--- src/rtl/prime_generator.sv ---
// Streams the primes in 2..limit in ascending order on a valid/ready port.
// Each candidate is tested by trial division, using one repeated-subtraction step per cycle.
module prime_generator #(
    parameter int WIDTH = 8
) (
    input  logic             clk,
    input  logic             rst,
    input  logic             start,
    input  logic [WIDTH-1:0] limit,
    input  logic             prime_ready,
    output logic [WIDTH-1:0] prime,
    output logic             prime_valid,
    output logic             busy,
    output logic             done,
    output logic [WIDTH-1:0] count,
    output logic [2:0]       dbg_state_o
);

    typedef enum logic [2:0] {
        S_IDLE  = 3'd0,
        S_NEXT  = 3'd1,
        S_MOD   = 3'd2,
        S_CHECK = 3'd3,
        S_EMIT  = 3'd4,
        S_FIN   = 3'd5
    } state_t;

    // Stream handshake: a prime transfers on a cycle where prime_valid and prime_ready are both 1.
    // Once prime_valid rises, prime and prime_valid stay unchanged until that transfer.
    state_t           state_q, state_d;
    logic [WIDTH-1:0] lim_q, lim_d;
    logic [WIDTH-1:0] cand_q, cand_d;
    logic [WIDTH-1:0] d_q, d_d;
    logic [WIDTH-1:0] rem_q, rem_d;
    logic [WIDTH-1:0] prime_q, prime_d;
    logic             valid_q, valid_d;
    logic             busy_q, busy_d;
    logic             done_q, done_d;
    logic [WIDTH-1:0] count_q, count_d;

    logic [2*WIDTH-1:0] d_wide;
    logic [2*WIDTH-1:0] cand_wide;
    logic [2*WIDTH-1:0] d_sq;

    assign d_wide    = {{WIDTH{1'b0}}, d_q};
    assign cand_wide = {{WIDTH{1'b0}}, cand_q};
    assign d_sq      = d_wide * d_wide;

    always_ff @(posedge clk or posedge rst) begin
        if (rst) begin
            state_q <= S_IDLE;
            lim_q   <= '0;
            cand_q  <= '0;
            d_q     <= '0;
            rem_q   <= '0;
            prime_q <= '0;
            valid_q <= 1'b0;
            busy_q  <= 1'b0;
            done_q  <= 1'b0;
            count_q <= '0;
        end else begin
            state_q <= state_d;
            lim_q   <= lim_d;
            cand_q  <= cand_d;
            d_q     <= d_d;
            rem_q   <= rem_d;
            prime_q <= prime_d;
            valid_q <= valid_d;
            busy_q  <= busy_d;
            done_q  <= done_d;
            count_q <= count_d;
        end
    end

    always_comb begin
        state_d = state_q;
        lim_d   = lim_q;
        cand_d  = cand_q;
        d_d     = d_q;
        rem_d   = rem_q;
        prime_d = prime_q;
        valid_d = valid_q;
        busy_d  = busy_q;
        done_d  = done_q;
        count_d = count_q;
        case (state_q)
            S_IDLE: begin
                if (start) begin
                    lim_d   = limit;
                    done_d  = 1'b0;
                    count_d = '0;
                    busy_d  = 1'b1;
                    if (limit < WIDTH'(2)) begin
                        state_d = S_FIN;
                    end else begin
                        cand_d  = WIDTH'(2);
                        state_d = S_NEXT;
                    end
                end
            end
            S_NEXT: begin
                d_d     = WIDTH'(2);
                rem_d   = cand_q;
                state_d = S_CHECK;
            end
            S_CHECK: begin
                if (d_sq > cand_wide) begin
                    prime_d = cand_q;
                    valid_d = 1'b1;
                    state_d = S_EMIT;
                end else begin
                    rem_d   = cand_q;
                    state_d = S_MOD;
                end
            end
            S_MOD: begin
                if (rem_q >= d_q) begin
                    rem_d = rem_q - d_q;
                end else if (rem_q == '0) begin
                    // Composite. The limit is checked before the increment, so cand never wraps.
                    if (cand_q == lim_q) begin
                        state_d = S_FIN;
                    end else begin
                        cand_d  = cand_q + WIDTH'(1);
                        state_d = S_NEXT;
                    end
                end else begin
                    d_d     = d_q + WIDTH'(1);
                    state_d = S_CHECK;
                end
            end
            S_EMIT: begin
                if (valid_q && prime_ready) begin
                    count_d = count_q + WIDTH'(1);
                    valid_d = 1'b0;
                    if (cand_q == lim_q) begin
                        state_d = S_FIN;
                    end else begin
                        cand_d  = cand_q + WIDTH'(1);
                        state_d = S_NEXT;
                    end
                end
            end
            S_FIN: begin
                busy_d  = 1'b0;
                done_d  = 1'b1;
                state_d = S_IDLE;
            end
            default: state_d = S_IDLE;
        endcase
    end

    always_comb begin
        prime       = prime_q;
        prime_valid = valid_q;
        busy        = busy_q;
        done        = done_q;
        count       = count_q;
        dbg_state_o = state_q;
    end

endmodule
--- config.mk ---
export PLATFORM = sky130hd
export DESIGN_NAME = prime_generator
export DESIGN_NICKNAME = d
export VERILOG_FILES = /design/src/rtl/prime_generator.sv
export SDC_FILE = /design/constraint.sdc
export NUM_CORES = 1
export LEC_CHECK = 0
export CORE_UTILIZATION = 50
export CTS_CLUSTER_DIAMETER = 80
export CTS_CLUSTER_SIZE = 8
export DETAILED_ROUTE_END_ITERATION = 6
export GPL_ROUTABILITY_DRIVEN = 0
export PLACE_DENSITY = 0.69
export SLEW_MARGIN = 20
export SYNTH_ARGS = -nofsm -noshare
export SYNTH_HDL_FRONTEND = slang
export SYNTH_SLANG_ARGS = --single-unit
--- constraint.sdc ---
create_clock -name clk -period 11.21 [get_ports clk]
set_clock_uncertainty 0.2 [all_clocks]
set_input_delay 2.242 -clock clk [delete_from_list [all_inputs] [get_ports clk]]
set_output_delay 2.242 -clock clk [all_outputs]
set_load 0.005 [all_outputs]
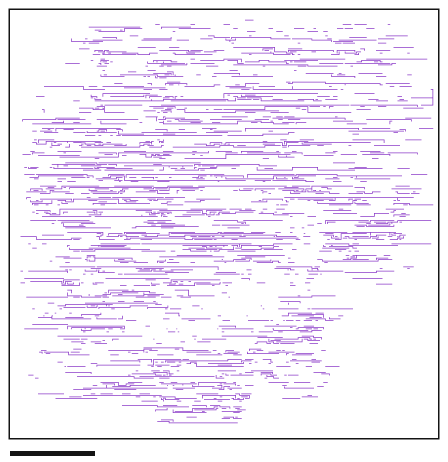
*Met1 routing*
The bar under the picture is 20 um long.
share of all routed wire: 49%
wire length on this layer: 5170 um
main direction: horizontal

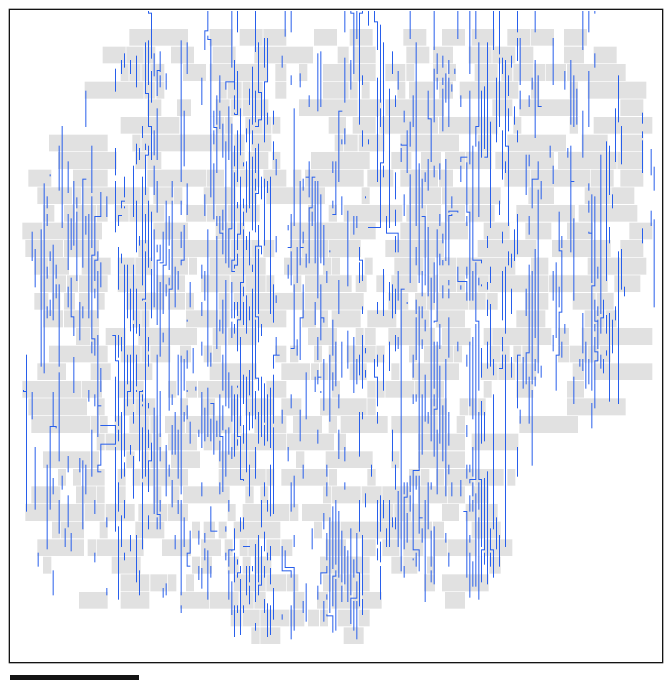
*Met2 routing*
The bar under the picture is 20 um long. Cells faint in the background.
wire length on this layer: 4900 um
share of all routed wire: 47%
main direction: vertical
nets with wire on the layer: 550
routed vias: 3728
Routed WL: 10500 um
met2 GRT Util: 36.2%

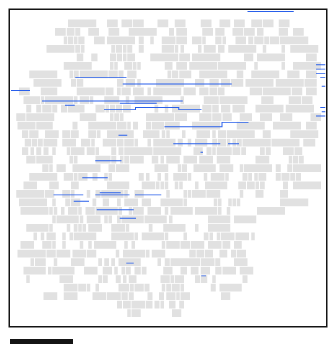
*Signal wires on met3*
The bar under the picture is 20 um long. Cells faint in the background.
nets with wire on the layer: 25
longest straight run: 44.6 um
GR Layer Usage met3: 4.02%

## cell usage after synthesis, types with 3 or more instances
cell type  count
a21o_1         4
dfrtp_1       54
mux2_2        17
nor3_1        11
nand2_1       36
a21oi_1       26
nand3_1       13
nor2_1        59
nand4_1        8
o31ai_1        4
or4_1          4
ha_1          49
nor4_1         4
xor2_1         8
clkbuf_1       3
clkbuf_8       3
o21ai_0       20
fa_1          26
buf_6          3
clkinv_1       3
mux2i_1        3
or3_2          5
nor4b_1        3
or2_2          4
nand2b_1       5
nor2b_1        4
buf_2          3
xnor2_1       31
mux2_4         6
inv_1         59
## routing by layer
metal	track usage (%)	part of all wire, %
met1	31.7	49
met2	36.2	47
met3	4.02	2.8
met4	4.35	1.3
met5	0	0
## sequential cells by signal, indices dropped and copies added (netlist names)
name         count
prime_valid      1
prime            8
count            8
dbg_state_o      3
d_q              8
cand_q           8
busy             1
rem_q            8
lim_q            8
done             1
## layout make-up
cell class	count	area [um^2]	share of cell area [%]
clock buffers	5	68.8	1.29
clock inverters	3	23.8	0.444
inverters	62	233	4.35
multi-input cells	389	3160	59.1
flip-flops and latches	54	1350	25.2
well taps	129	161	3.02
repair buffers	36	353	6.59
## cells by family after synthesis
family	share of synthesized area, %
adder cells (fa/ha/maj)	23.2
AND/OR/NAND/NOR	17.3
XOR/XNOR	7.00
AND-OR/OR-AND	10.6
flip-flops	27.7
multiplexers	6.62
buffers and inverters	7.51
## cell usage in the layout, fill, tap and decap left out, drive strengths merged, types with 23 or more instances in the layout
master	Yosys	routed
inv	59	60
clkdlybuf4s50	0	33
fa	26	26
o21ai	23	23
a21oi	27	27
mux2	24	24
nand2	36	36
nor2	60	60
xnor2	31	31
dfrtp	54	54
ha	49	49
## power breakdown
| part | internal, uW | switching (uW) |
|---|---|---|
| registers | 246 | 66.7 |
| clock network | 44.9 | 71.0 |
| logic | 280 | 327 |
## how the worst max path moves through the flow
stage | from | end | slack (ns) | cells past startpoint
2_1_floorplan | d_q[1] | rem_q[1] | 5.68 | 17
3_3_place_gp | d_q[1] | rem_q[1] | 5.16 | 16
3_5_place_dp | d_q[5] | rem_q[1] | 5.03 | 16
4_1_cts | d_q[5] | rem_q[1] | 5.02 | 16
5_1_grt | d_q[5] | rem_q[1] | 4.73 | 17
6_report | d_q[1] | rem_q[1] | 5.03 | 16
## per-stage QoR
step                      instances  area (um^2)  setup WS, ns
after floorplan                 518         4880          5.68
after global placement          670         5260          5.16
after detailed placement        670         5260          5.03
after CTS                       678         5350          5.02
after global routing            678         5350          4.73
final                           678         5350          5.03
==> metrics.cfg <==
[worst_hold_path]
hp-start=prime[4]
hold_path.class=reg2reg

[sta]
hold_viol_final=0
max_freq_ghz=0.162
whs_ns=0.316
tns_ns=0
post-route-min-period_ns=6.18
setup_viol=0
drv_slew=0

[critical_path]
path_cells=clkinv_1, nor2_1, fa_1, fa_1, inv_1, fa_1, fa_1, inv_1, ha_1, and3_1, a221oi_4, nor3_1, or4_1, nand4_1, o31a_1, mux2_1
slowest_delay_ns=0.54
ff2ff_path_depth=16
crit_fanout=9
slowest_stage=fa_1

[clock_network]
worstSkewPairLatency_ns=0.32
cts_tree=yes
cts_resized=0
cts-hold-fix-buffers=0
clk_pin_slew_ns=0.11

[cells_and_area]
fin_util_pct=57.4
final_nets=635
antenna_cells=0
drive_above_1_share_pct=9.65

[grt]
grt_pass1_wl_um=17800
grt.total_usage_pct=22.4
antenna_found_initial=0

[floorplanning]
fp_util_pct=52.3
core_mm2=0.00933
row_count=35
num_io_pins=34
dieWidth_um=101
die-area_mm2=0.0102

[synth]
synthFlopType=dfrtp_1
ys_async_sr_fraction_pct=100
postSynthCellCount=518
ys_chip_area_mm2=0.00488
ys.flops=54

[power]
vdd_ir_drop_max_mv=0.176
p_per_area_mw_per_mm2=193
total_power_uw=1040

[run_status]
outcome=finished, final reports clean

[route]
final_antenna_net_count=0
dr.pass1.iters=4

[placement]
portBuffers=33

Power and IR drop assume default switching activity.
